[src/rtl/rx_response_unit_pkg.sv]
// Shared types and defaults for the receive-side response front end.
package rx_response_unit_pkg;

  localparam int unsigned DEF_IO_BITS        = 2;
  localparam int unsigned DEF_PAYLOAD_CYCLES = 8;
  localparam int unsigned DEF_PENDING_DEPTH  = 2;

  typedef enum logic [1:0] {
    RX_KIND_PREFETCH16 = 2'd0,
    RX_KIND_DATA16     = 2'd1,
    RX_KIND_DATA8      = 2'd2
  } rx_kind_e;

  typedef enum logic [1:0] {
    RX_STATE_IDLE    = 2'd0,
    RX_STATE_PAYLOAD = 2'd1,
    RX_STATE_GAP     = 2'd2
  } rx_state_e;

  // An 8-bit payload occupies half the cycles of a 16-bit one.
  function automatic int unsigned payload_len(input logic [1:0] kind,
                                              input int unsigned cycles);
    if (kind == RX_KIND_DATA8) begin
      return cycles / 32'd2;
    end else begin
      return cycles;
    end
  endfunction

endpackage

[src/rtl/rx_response_unit_srfifo.sv]
// Shift-register FIFO: head always sits in slot 0; a pop in the same cycle
// as a push frees the slot first, so a full queue still accepts that push.
module rx_response_unit_srfifo #(
  parameter int unsigned DEPTH = 2,
  parameter int unsigned BITS  = 2
) (
  input  logic            clk,
  input  logic            reset,
  input  logic            add_i,
  input  logic            remove_i,
  input  logic [BITS-1:0] data_i,
  output logic [BITS-1:0] last_entry_o,
  output logic            can_add_o,
  output logic            not_empty_o
);

  localparam int unsigned CNTW = $clog2(DEPTH + 1);

  logic [BITS-1:0] mem_q [DEPTH];
  logic [BITS-1:0] mem_d [DEPTH];
  logic [CNTW-1:0] count_q, count_d;
  logic [CNTW-1:0] wpos_s;
  logic            pop_s, push_s;

  assign pop_s        = remove_i && (count_q != {CNTW{1'b0}});
  assign can_add_o    = (count_q != CNTW'(DEPTH)) || pop_s;
  assign push_s       = add_i && can_add_o;
  assign wpos_s       = count_q - CNTW'(pop_s);
  assign last_entry_o = mem_q[0];
  assign not_empty_o  = (count_q != {CNTW{1'b0}});

  always_comb begin
    for (int i = 0; i < int'(DEPTH); i++) begin
      if (pop_s && (i < int'(DEPTH) - 1)) begin
        mem_d[i] = mem_q[i+1];
      end else begin
        mem_d[i] = mem_q[i];
      end
      if (push_s && (wpos_s == CNTW'(i))) begin
        mem_d[i] = data_i;
      end else begin
        mem_d[i] = mem_d[i];
      end
    end
    count_d = count_q + CNTW'(push_s) - CNTW'(pop_s);
  end

  always_ff @(posedge clk) begin
    if (reset) begin
      count_q <= {CNTW{1'b0}};
      for (int i = 0; i < int'(DEPTH); i++) begin
        mem_q[i] <= {BITS{1'b0}};
      end
    end else begin
      count_q <= count_d;
      for (int i = 0; i < int'(DEPTH); i++) begin
        mem_q[i] <= mem_d[i];
      end
    end
  end

endmodule

[src/rtl/rx_response_unit.sv]
// Receive front end: matches incoming responses to the kinds of issued reads,
// detects the start symbol, frames the payload and steers its strobes.
module rx_response_unit
  import rx_response_unit_pkg::*;
#(
  parameter int unsigned IO_BITS        = DEF_IO_BITS,
  parameter int unsigned PAYLOAD_CYCLES = DEF_PAYLOAD_CYCLES,
  parameter int unsigned PENDING_DEPTH  = DEF_PENDING_DEPTH,
  localparam int unsigned CW            = $clog2(PAYLOAD_CYCLES) + 1
) (
  input  logic               clk,
  input  logic               reset,
  input  logic               tx_command_started_i,
  input  logic [1:0]         tx_kind_i,
  output logic               pending_full_o,
  output logic               any_pending_o,
  input  logic [IO_BITS-1:0] rx_pins_i,
  output logic               rx_started_o,
  output logic               rx_active_o,
  output logic [IO_BITS-1:0] rx_sbs_o,
  output logic               rx_sbs_valid_o,
  output logic               rx_data_valid_o,
  output logic               rx_exec_data_valid_o,
  output logic [CW-1:0]      rx_counter_o,
  output logic               rx_done_o,
  output logic               rx_exec_done_o,
  output logic               rx_error_o
);

  rx_state_e     state_q, state_d;
  logic [CW-1:0] cnt_q, cnt_d;
  logic [1:0]    kind_q, kind_d;
  logic          err_q, err_d;

  logic          start_s, pins_nz_s, q_nonempty_s, can_add_s;
  logic [1:0]    head_kind_s;
  logic [CW-1:0] last_idx_s;
  logic          payload_s, last_s, is_pf_s;

  rx_response_unit_srfifo #(
    .DEPTH (PENDING_DEPTH),
    .BITS  (2)
  ) u_pending (
    .clk          (clk),
    .reset        (reset),
    .add_i        (tx_command_started_i),
    .remove_i     (start_s),
    .data_i       (tx_kind_i),
    .last_entry_o (head_kind_s),
    .can_add_o    (can_add_s),
    .not_empty_o  (q_nonempty_s)
  );

  assign pins_nz_s  = |rx_pins_i;
  assign last_idx_s = CW'(payload_len(kind_q, PAYLOAD_CYCLES) - 32'd1);

  always_ff @(posedge clk) begin
    if (reset) begin
      state_q <= RX_STATE_IDLE;
      cnt_q   <= {CW{1'b0}};
      kind_q  <= RX_KIND_PREFETCH16;
      err_q   <= 1'b0;
    end else begin
      state_q <= state_d;
      cnt_q   <= cnt_d;
      kind_q  <= kind_d;
      err_q   <= err_d;
    end
  end

  always_comb begin
    state_d = state_q;
    cnt_d   = cnt_q;
    kind_d  = kind_q;
    err_d   = err_q;
    case (state_q)
      RX_STATE_IDLE: begin
        cnt_d = {CW{1'b0}};
        if (start_s) begin
          kind_d  = head_kind_s;
          state_d = RX_STATE_PAYLOAD;
        end else if (pins_nz_s) begin
          // A response nobody asked for: flag it and stay put.
          err_d = 1'b1;
        end else begin
          state_d = RX_STATE_IDLE;
        end
      end
      RX_STATE_PAYLOAD: begin
        cnt_d = cnt_q + {{(CW-1){1'b0}}, 1'b1};
        if (cnt_q == last_idx_s) begin
          state_d = RX_STATE_GAP;
        end else begin
          state_d = RX_STATE_PAYLOAD;
        end
      end
      RX_STATE_GAP: begin
        cnt_d   = {CW{1'b0}};
        state_d = RX_STATE_IDLE;
      end
      default: begin
        cnt_d   = {CW{1'b0}};
        state_d = RX_STATE_IDLE;
      end
    endcase
  end

  always_comb begin
    start_s              = (state_q == RX_STATE_IDLE) && pins_nz_s && q_nonempty_s;
    payload_s            = (state_q == RX_STATE_PAYLOAD);
    last_s               = payload_s && (cnt_q == last_idx_s);
    is_pf_s              = (kind_q == RX_KIND_PREFETCH16);
    rx_started_o         = start_s;
    rx_sbs_valid_o       = start_s;
    rx_sbs_o             = start_s ? rx_pins_i : {IO_BITS{1'b0}};
    rx_active_o          = start_s || (state_q != RX_STATE_IDLE);
    rx_data_valid_o      = payload_s && is_pf_s;
    rx_exec_data_valid_o = payload_s && !is_pf_s;
    rx_done_o            = last_s && is_pf_s;
    rx_exec_done_o       = last_s && !is_pf_s;
    rx_counter_o         = cnt_q;
    rx_error_o           = err_q;
    pending_full_o       = !can_add_s;
    any_pending_o        = q_nonempty_s || (state_q != RX_STATE_IDLE);
  end

endmodule

[config.mk]
export PLATFORM = sky130hd
export DESIGN_NAME = rx_response_unit
export DESIGN_NICKNAME = d
export VERILOG_FILES = /design/src/rtl/rx_response_unit_pkg.sv /design/src/rtl/rx_response_unit_srfifo.sv /design/src/rtl/rx_response_unit.sv
export SDC_FILE = /design/constraint.sdc
export NUM_CORES = 1
export LEC_CHECK = 0
export CAP_MARGIN = 20
export CORE_MARGIN = 1
export CORE_UTILIZATION = 47
export CTS_CLUSTER_DIAMETER = 100
export DETAILED_ROUTE_END_ITERATION = 8
export PLACE_DENSITY = 0.81
export SETUP_SLACK_MARGIN = 0.4
export SKIP_LAST_GASP = 1
export SLEW_MARGIN = 20
export SYNTH_ARGS = -nofsm -noshare
export SYNTH_HDL_FRONTEND = slang
export SYNTH_SLANG_ARGS = --single-unit
[constraint.sdc]
create_clock -name clk -period 6.3 [get_ports clk]
set_clock_uncertainty 0.05 [all_clocks]
set_input_delay 1.89 -clock clk [delete_from_list [all_inputs] [get_ports clk]]
set_output_delay 1.89 -clock clk [all_outputs]
set_load 0.05 [all_outputs]
Fig. 1: run 1, power grid
The bar under the picture is 10 um long. Pins as bars on the die edge.
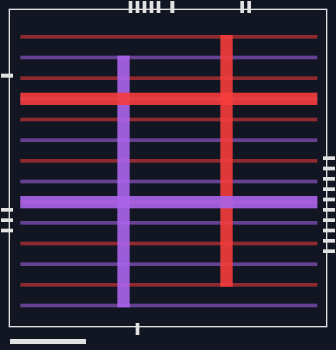
| colour | net |
|---|---|
| red | VDD |
| purple | VSS |
signal pins: 23
rows: 13
met1 rails: 14

Fig. 2: run 1, cell classes on the final placement
Fill, decap, tap and diode cells in grey.
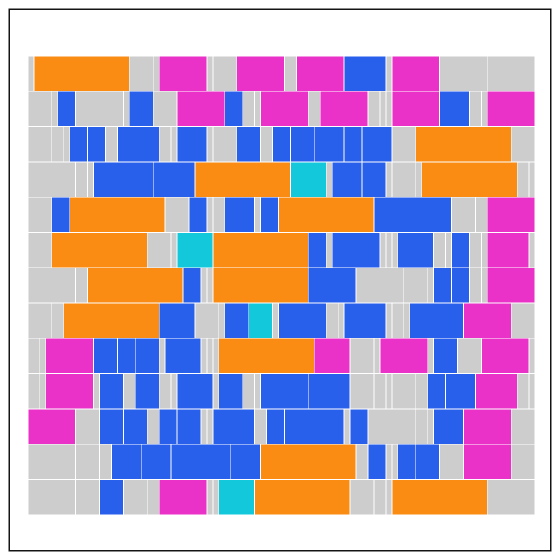
| colour | class | cells |
|---|---|---|
| blue | all other logic | 67 |
| magenta | other buffers and delay cells | 23 |
| orange | flip-flops | 15 |
| cyan | clock drivers and dummy loads | 4 |

Fig. 3: run 1, routed clock nets over the placement
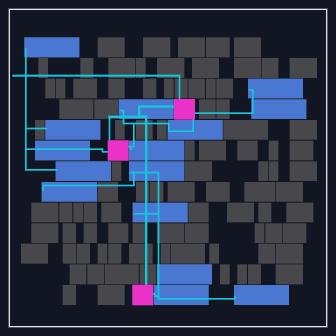
[magenta] cells driving clock nets | count: 3
[blue] flip-flops | count: 15
[cyan] clock wires | length: 188 um
flops lie: spread over the die
routed clock nets: 4

==> run summary <==
yosys + openroad results -> peak-usage layer in the global routing report=met2, FMAX=0.172 GHz, HPWL after DPL=1150 um, proportion of synthesized area in mux cells=0.0542, Unique masters post-synth=27, Highest Signal Layer=met4, launch point of the worst hold path=rx_error_o$_SDFFE_PP0P_, Worst Reg2Reg Path Length in Cells=7, maximum level of the CTS H-tree=1, DR pass1 iterations=4, worst slack at placement=0.342 ns, remaining global-route overflow=0, master cell of the clock root buffer=sky130_fd_sc_hd__clkbuf_4, Clock Pin Slew Worst Setup and Hold Paths=0.08 ns, pin count of the biggest net entering global routing=10, Clock Sinks=15, element type at the critical path end=primary output, floorplan core area=1380 um^2, CTS tree=built, overall routing resource usage=0.189, average vias per placed instance=5.28, Avg Inst Size Synth=8.68 um^2, reg-to-reg setup timing slack=4.19 ns, routed wl met2=639 um, Compound Share, Synth=0.0966, Clock Power=54.9 uW, post-synthesis async set-or-reset flop share=0, most frequently used cell type in the post-synthesis netlist=sky130_fd_sc_hd__dfxtp_1, number of antenna diodes=0, share of the yosys chip area belonging to registers=0.407, most used cells in the layout excluding fill and tap cells=sky130_fd_sc_hd__clkdlybuf4s50_1, sky130_fd_sc_hd__dfxtp_1, sky130_fd_sc_hd__nor2_1, count of instantiated cells in the yosys netlist=85, gp weighted congestion=0.729, fraction of layout instances using a drive strength above 1=0.0734, top_reg_cell synth=sky130_fd_sc_hd__dfxtp_1, combinational share of power=0.583, Combinational Power=263 uW, Synth warnings=0, via count of the first global-routing pass=601, Max Fanout on Critical Path=5, accumulated negative setup slack=0 ns, core utilization at floorplan=0.534, met3 usage in global routing=0.0652, fraction of power spent switching nets=0.476, reg2reg start=state_q[1]$_SDFFE_PP0N_, width of the chip=41.6 um, total power divided by cell area=458 nW/um^2, worst min path class=reg2reg, switching power=215 uW, routed metal-1 wire length=690 um, final antenna-violating net count=0, initial antenna violation count=0, Post-synth EDFFs=0, leading power group=combinational cells, sequential cell power=134 uW, Hold Vio Cnt, Final=0, total area of sequential cells=300 um^2, Final period util=0.924, cell-by-cell listing of the critical path=clkdlybuf4s50_1 > nor2_1 > or4_4 > nand2_1 > clkdlybuf4s50_1, final-layout fill cell count=121, Clock Latency Late Sink=0.29 ns, post-CTS setup buffer count=0, area grow syn2layout=33.7%, number of buffers inserted for hold repair after clock tree synthesis=0, Top non-seq family=simple AND/OR/NAND/NOR gates, CP Depth=5, actual transition at the worst max-transition pin=0.508 ns, overall die area=1730 um^2, via count=655, top cells by area in the synthesized netlist=sky130_fd_sc_hd__dfxtp_1, sky130_fd_sc_hd__nor2_1, sky130_fd_sc_hd__mux2i_1, DRC viols=0, simple-gate share of the synthesized area=0.254, most instantiated logic cell after routing=sky130_fd_sc_hd__clkdlybuf4s50_1, std cell rows=13, worst setup slack after layout=0.477 ns, sequential cell fraction of total power=0.296, OpenROAD warning count=26, leakage power=0.000410 uW, worst relative slew slack=0.660, Critical path buffers and inverters=2, chip area in the Yosys report=738 um^2, number of register bits inferred by synthesis=15, Top Ports=23, power share of the clock group=0.122, setup-violating endpoint count in the final report=0, Setup Crit Path Kind=in2out, arrival time worst endpoint=3.88 ns, DRC violation total after the first TritonRoute iteration=3, met1 layer usage reported by global route=0.236, dominant delay contributor by cell family on the critical path=buffers and inverters, xor+xnor area frac=0.0593, number of cells on the worst hold path=2, Wirelength per Cell=11.5 um, post-synthesis cell count=85, worst vdd ir=0.249 mV, RSZ-0062 raised after global routing=no, die height=41.6 um, Critical Path Slowest Stage Cell=sky130_fd_sc_hd__clkdlybuf4s50_1, net count after synthesis=95, max-cap violations=0, top cell type by total area after synthesis=sky130_fd_sc_hd__dfxtp_1, portion of synthesized cell area occupied by the leading cell type=0.407, most frequent cells after synthesis=sky130_fd_sc_hd__dfxtp_1, sky130_fd_sc_hd__nor2_1, sky130_fd_sc_hd__a21oi_1, sky130_fd_sc_hd__inv_1, sky130_fd_sc_hd__nand3_1, endpoint of the worst hold-timing path=rx_error_o$_SDFFE_PP0P_, internal power of the cells=237 uW, port bufs=22, drt total wl=1430 um, global-route track usage on met2=0.297, WL met3=78 um, Worst path most repeated cell=sky130_fd_sc_hd__clkdlybuf4s50_1, Inserted Clock Buffers=3, Setup crit end=rx_active_o, post_cts resized=2, launch point of the critical path=rx_pins_i[0], maximum root-to-sink buffer count=2, Logic cell area=380 um^2, mapped cell area=738 um^2, minimum clock period=5.82 ns, first-pass GRT wire length=2470 um, reg2reg end=u_pending.mem_q[0][1]$_SDFFE_PP0P_, peak per-stage delay on the critical path=0.80 ns, synthesized-area fraction occupied by adder cells=0.0508, final slew viol count=0, critical path data required time=4.36 ns, fin nets=120, launching element type of the critical path=input port, run status=finished, final reports clean
run 1: layout make-up:
class	instances	area share
Multi-Input combinational cell	61	0.385
Sequential cell	15	0.304
Inverter	6	0.0355
Timing Repair Buffer	23	0.228
Clock inverter	1	0.00507
Clock buffer	3	0.0228
Tap cell	15	0.0190
run 1: stage by stage:
stage          cell area, um^2  total power (uW)  std cells  hold WS (ns)  utilization
2_1_floorplan              738               340         85         0.404            -
3_3_place_gp               962               399        120         0.396        0.696
3_5_place_dp               962               402        120         0.406        0.696
4_1_cts                    987               456        124         0.430        0.714
5_1_grt                    987               484        124         0.446        0.714
6_report                   987               452        124         0.421        0.714
run 1: state kept, by name (all words and copies together), names as in the netlist:
name / cells
kind_q: 2
rx_counter_o: 4
rx_error_o: 1
state_q: 2
u_pending.count_q: 2
u_pending.mem_q: 4
Power figures rest on the tool's default switching activity, not on a simulated workload.
